m1.png
Drawn at 6 px/micron.
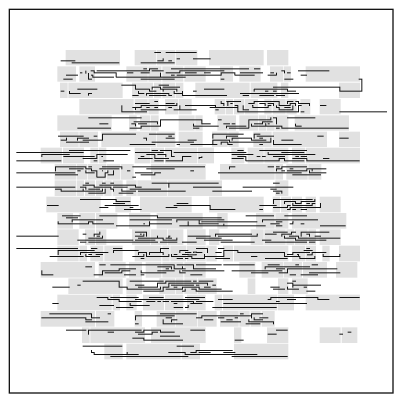
m2.png
Drawn at 8 px/micron.
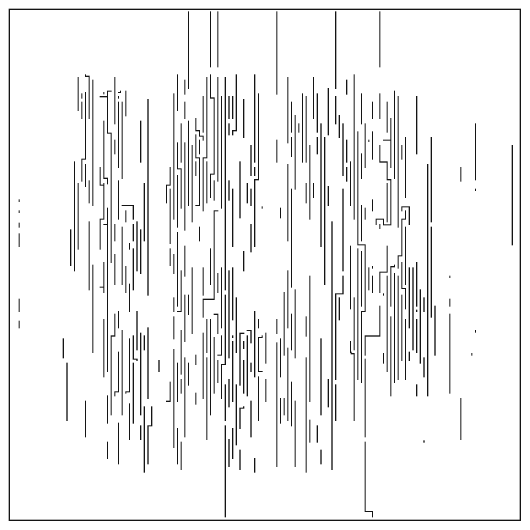
$ cat src/rtl/stopwatch_counter_pkg.sv
// Shared types and constants for the stopwatch counter slice.
// The optional lap capture is enabled by defining STOPWATCH_LAP_EN.
package stopwatch_pkg;

    typedef logic [3:0] bcd_t;

    localparam bcd_t BCD_MAX        = 4'd9;
    localparam int   DEF_NUM_DIGITS = 4;
    localparam int   DEF_TICK_DIV   = 1000;

    typedef enum logic [2:0] {
        IDLE,
        RUN_ONE,
        RUN_TEN,
        PAUSE,
        CLEAR
    } mode_t;

    // Mode inputs are nominally one-hot; overlap resolves clear > pause > ten > one.
    function automatic mode_t resolve_mode(
        input logic one,
        input logic ten,
        input logic pause,
        input logic clr
    );
        mode_t m;
        m = IDLE;
        if (clr)        m = CLEAR;
        else if (pause) m = PAUSE;
        else if (ten)   m = RUN_TEN;
        else if (one)   m = RUN_ONE;
        return m;
    endfunction

endpackage

$ cat src/rtl/stopwatch_counter_if.sv
// Mode-in / count-out bundle between the mode FSM, counter and display.
// Lap signals exist only when STOPWATCH_LAP_EN is defined.
interface stopwatch_if
    import stopwatch_pkg::*;
#(
    parameter int NUM_DIGITS = DEF_NUM_DIGITS
);
    logic                    one_run_push;
    logic                    ten_run_push;
    logic                    pause_push;
    logic                    clear_push;
    logic [4*NUM_DIGITS-1:0] count_bcd;
    logic                    running;
    logic                    rollover;
`ifdef STOPWATCH_LAP_EN
    logic                    lap_strobe;
    logic [4*NUM_DIGITS-1:0] lap_bcd;

    modport master (
        output one_run_push, ten_run_push, pause_push, clear_push,
        output lap_strobe,
        input  count_bcd, running, rollover, lap_bcd
    );
    modport slave (
        input  one_run_push, ten_run_push, pause_push, clear_push,
        input  lap_strobe,
        output count_bcd, running, rollover, lap_bcd
    );
`else
    modport master (
        output one_run_push, ten_run_push, pause_push, clear_push,
        input  count_bcd, running, rollover
    );
    modport slave (
        input  one_run_push, ten_run_push, pause_push, clear_push,
        output count_bcd, running, rollover
    );
`endif
endinterface

$ cat src/rtl/stopwatch_counter_bcd_digit.sv
// Single decade counter; carry_out is combinational so a chain ripples in one cycle.
module bcd_digit
    import stopwatch_pkg::*;
(
    input  logic clk,
    input  logic n_rst,
    input  logic clr,
    input  logic inc,
    output bcd_t digit,
    output logic carry_out
);
    bcd_t r_digit;
    logic w_at_max;

    assign w_at_max  = (r_digit == BCD_MAX);
    assign carry_out = inc & w_at_max;
    assign digit     = r_digit;

    always_ff @(posedge clk or negedge n_rst) begin
        if (!n_rst)
            r_digit <= '0;
        else if (clr)
            r_digit <= '0;
        else if (inc)
            r_digit <= w_at_max ? '0 : r_digit + 4'd1;
    end
endmodule

$ cat src/rtl/stopwatch_counter.sv
// Prescaled packed-BCD stopwatch count with +1/+10 run modes.
// Define STOPWATCH_LAP_EN to add the lap capture register.
module stopwatch_counter
    import stopwatch_pkg::*;
#(
    parameter int TICK_DIV   = DEF_TICK_DIV,
    parameter int NUM_DIGITS = DEF_NUM_DIGITS
)(
    input  logic        clk,
    input  logic        n_rst,
    stopwatch_if.slave  bus
);
    localparam int             PW   = (TICK_DIV > 2) ? $clog2(TICK_DIV) : 1;
    localparam logic [PW-1:0]  PMAX = PW'(TICK_DIV - 1);

    mode_t                   w_mode;
    logic                    w_run;
    logic                    w_clr;
    logic                    w_tick;
    logic [NUM_DIGITS-1:0]   w_inc;
    logic [NUM_DIGITS-1:0]   w_carry;
    logic [4*NUM_DIGITS-1:0] w_count;

    logic [PW-1:0] r_presc;
    logic          r_running;
    logic          r_rollover;

    assign w_mode = resolve_mode(bus.one_run_push, bus.ten_run_push,
                                 bus.pause_push, bus.clear_push);
    assign w_run  = (w_mode == RUN_ONE) | (w_mode == RUN_TEN);
    assign w_clr  = (w_mode == CLEAR);
    assign w_tick = w_run & (r_presc == PMAX);

    always_ff @(posedge clk or negedge n_rst) begin
        if (!n_rst)
            r_presc <= '0;
        else if (w_clr)
            r_presc <= '0;
        else if (w_run)
            r_presc <= w_tick ? '0 : r_presc + PW'(1);
    end

    // Ten-run injects the tick at digit 1 so the units digit is untouched.
    for (genvar g = 0; g < NUM_DIGITS; g++) begin : g_dig
        if (g == 0) begin : g_lsd
            assign w_inc[g] = w_tick & (w_mode == RUN_ONE);
        end else if (g == 1) begin : g_tens
            assign w_inc[g] = w_carry[0] | (w_tick & (w_mode == RUN_TEN));
        end else begin : g_upper
            assign w_inc[g] = w_carry[g-1];
        end

        bcd_digit u_digit (
            .clk       (clk),
            .n_rst     (n_rst),
            .clr       (w_clr),
            .inc       (w_inc[g]),
            .digit     (w_count[4*g +: 4]),
            .carry_out (w_carry[g])
        );
    end

    always_ff @(posedge clk or negedge n_rst) begin
        if (!n_rst) begin
            r_running  <= 1'b0;
            r_rollover <= 1'b0;
        end else begin
            r_running  <= w_run;
            r_rollover <= w_carry[NUM_DIGITS-1];
        end
    end

    assign bus.count_bcd = w_count;
    assign bus.running   = r_running;
    assign bus.rollover  = r_rollover;

`ifdef STOPWATCH_LAP_EN
    logic [4*NUM_DIGITS-1:0] r_lap;

    always_ff @(posedge clk or negedge n_rst) begin
        if (!n_rst)
            r_lap <= '0;
        else if (w_clr)
            r_lap <= '0;
        else if (bus.lap_strobe)
            r_lap <= w_count;
    end

    assign bus.lap_bcd = r_lap;
`endif
endmodule
$ cat src/flat_wrapper.sv
// flat-port wrapper written by rule: the top's interface ports become plain ports
module stopwatch_counter_flat import stopwatch_pkg::*;
#(
    parameter int TICK_DIV   = DEF_TICK_DIV,
    parameter int NUM_DIGITS = DEF_NUM_DIGITS
)
  (clk, n_rst, bus_one_run_push, bus_ten_run_push, bus_pause_push, bus_clear_push, bus_count_bcd, bus_running, bus_rollover);
  stopwatch_if #(.NUM_DIGITS(NUM_DIGITS)) bus_i ();
  input  logic clk;
  input  logic n_rst;
  input wire logic [$bits(bus_i.one_run_push)-1:0] bus_one_run_push;
  input wire logic [$bits(bus_i.ten_run_push)-1:0] bus_ten_run_push;
  input wire logic [$bits(bus_i.pause_push)-1:0] bus_pause_push;
  input wire logic [$bits(bus_i.clear_push)-1:0] bus_clear_push;
  output wire logic [$bits(bus_i.count_bcd)-1:0] bus_count_bcd;
  output wire logic [$bits(bus_i.running)-1:0] bus_running;
  output wire logic [$bits(bus_i.rollover)-1:0] bus_rollover;
  assign bus_i.one_run_push = bus_one_run_push;
  assign bus_i.ten_run_push = bus_ten_run_push;
  assign bus_i.pause_push = bus_pause_push;
  assign bus_i.clear_push = bus_clear_push;
  assign bus_count_bcd = bus_i.count_bcd;
  assign bus_running = bus_i.running;
  assign bus_rollover = bus_i.rollover;
  stopwatch_counter #(.TICK_DIV(TICK_DIV), .NUM_DIGITS(NUM_DIGITS)) u_core (.clk(clk), .n_rst(n_rst), .bus(bus_i));
endmodule
$ cat config.mk
export PLATFORM = sky130hd
export DESIGN_NAME = stopwatch_counter_flat
export DESIGN_NICKNAME = d
export VERILOG_FILES = /design/src/rtl/stopwatch_counter_pkg.sv /design/src/rtl/stopwatch_counter_if.sv /design/src/rtl/stopwatch_counter_bcd_digit.sv /design/src/rtl/stopwatch_counter.sv /design/src/flat_wrapper.sv
export SDC_FILE = /design/constraint.sdc
export NUM_CORES = 1
export LEC_CHECK = 0
export CAP_MARGIN = 20
export CORE_MARGIN = 5
export CORE_UTILIZATION = 58
export CTS_CLUSTER_SIZE = 25
export DETAILED_ROUTE_END_ITERATION = 8
export HOLD_SLACK_MARGIN = 0.06
export PLACE_DENSITY = 0.86
export SYNTH_ARGS = -nofsm -noshare
export SYNTH_HDL_FRONTEND = slang
export SYNTH_SLANG_ARGS = --single-unit
export TNS_END_PERCENT = 5
$ cat constraint.sdc
create_clock -name clk -period 3 [get_ports clk]
set_clock_uncertainty 0.05 [all_clocks]
set_input_delay 0.45 -clock clk [delete_from_list [all_inputs] [get_ports clk]]
set_output_delay 0.45 -clock clk [all_outputs]
set_load 0.05 [all_outputs]
==> impl_metrics.toml <==
# implementation run metrics
[global_route]
track_usage = 0.201
grt_overflow = 0
antenna_found_initial = 0
grt_pass1_wl_microns = 6770

[route]
via_per_inst = 6.36
drc_errors = 0
ant_nets = 0

[flow_run]
max_cap_violations = 0

[die]
die-area_sq_um = 4060
core-area_sq_um = 2760
rows = 19

[finish]
drive_gt1_frac = 0.0773
lay_top_count = "dfrtp_1"
lay_top_cells = "28 x dfrtp_1, 23 x clkdlybuf4s50_1, 18 x nor2_1, 11 x a21oi_1, 9 x nor2b_1"

[timing]
post-route-period-util = 0.756
min_period_ps = 2270
slew_headroom = 0.623
fin_ws_ps = 733
slew_viol_final = 0
tns_ps = 0
setup_violations = 0
hold_viol_final = 0

[setup_path]
endpoint_kind = "flop"
crit_type = "flop to flop"

[hold_path]
hp-class = "input port to asynchronous set/reset pin"

[place]
dp_cells = 221
gp_congestion = 0.894

[cts]
tritoncts.num_buffers = 3
post_cts_buffers = 0
htree_levels = 1

[synth]
top_area_frac = 0.419
netlist_instances = 172
yosysTopAreaCell = "dfrtp_1"
postSynthSeqShare = 0.419
ys_cells = 172

[status]
status = "finished clean"

[power_and_ir_drop]
power_density_nw_per_um2 = 330
## Picture notes: m1.png
nets with wire on the layer: 184
longest straight run: 14.3 microns
share of all routed wire: 45%
main direction: horizontal
WL final: 3820 microns
met1 GRT Util: 0.263
detailed-route via count: 1431

## Picture notes: m2.png
longest straight run: 30.9 microns
share of all routed wire: 49%
main direction: vertical
GR Util met2: 0.338

## cell usage after synthesis, drive strengths merged, types with 3 or more instances
library cell and instances:
nand3 5, mux2 3, buf 4, a41o 3, and3 3, nor2 18, nor2b 9, o31ai 3
xor2 6, a21oi 11, nand4b 3, o21ai 6, clkbuf 3, and4 3, nand2 6, inv 7
o211ai 5, nand4 7, nor3 3, dfrtp 28
## logic make-up after synthesis
| logic type | count (synthesis) | synth area share |
|---|---|---|
| flops | 28 | 0.419 |
| mux | 4 | 0.0262 |
| xor+xnor | 8 | 0.0419 |
| compound gates | 43 | 0.181 |
| fa+ha+maj | 1 | 0.00748 |
| buf+inv | 14 | 0.0381 |
| simple gates | 74 | 0.286 |
## report_power, final
part           internal [mW]  total (mW)  switching, mW
Clock                 0.0745       0.191          0.117
Combinational         0.0228      0.0668         0.0440
Sequential             0.382       0.387        0.00486
## critical path: stages, from the launching register on
cell and delay, ps:
dfrtp_1 410, ha_1 230, and4_1 360, and4_1 490, nor4b_2 280, mux2_1 340
## per-layer routing
layer	share of wire	track usage	vias to the layer above	wire, microns
li1	-	-	688	-
met1	0.45	0.263	694	1720
met2	0.49	0.338	43	1880
met3	0.046	0.0391	6	174
met5	0	0	-	0
met4	0.012	0.0571	0	45
## cell type report
type,count,area [sq um],area share
sequential,28,701,0.358
multi-input combinational,130,908,0.464
clock buffer,4,36.3,0.0186
inverter,7,26.3,0.0134
timing repair buffer,25,245,0.125
tap,31,38.8,0.0198
## worst paths after layout
kind | start | endpoint | slack (ps) | cells after the start
max | u_core.r_presc[0] | u_core.g_dig[3].u_digit.digit[2] | 730 | 5
max reg2reg | u_core.r_presc[0] | u_core.g_dig[3].u_digit.digit[2] | 730 | 5
min | n_rst | u_core.g_dig[1].u_digit.digit[3] | 420 | 2
max in group asynchronous | n_rst | u_core.r_presc[0] | 2220 | 2
min reg2reg | u_core.g_dig[3].u_digit.digit[1] | u_core.bus.rollover | 490 | 1
min in group clk | u_core.g_dig[3].u_digit.digit[1] | u_core.bus.rollover | 490 | 1
## stage by stage
stage	area [sq um]	utilization
after CTS	1960	0.709
final	1960	0.709
after global placement	1920	0.696
after floorplan	1670	-
after global routing	1960	0.709
after detailed placement	1920	0.696
## state kept, by name (all words and copies together), names as in the netlist
register / cells
u_core.bus.running: 1
u_core.r_presc: 10
u_core.g_dig.u_digit.digit: 16
u_core.bus.rollover: 1
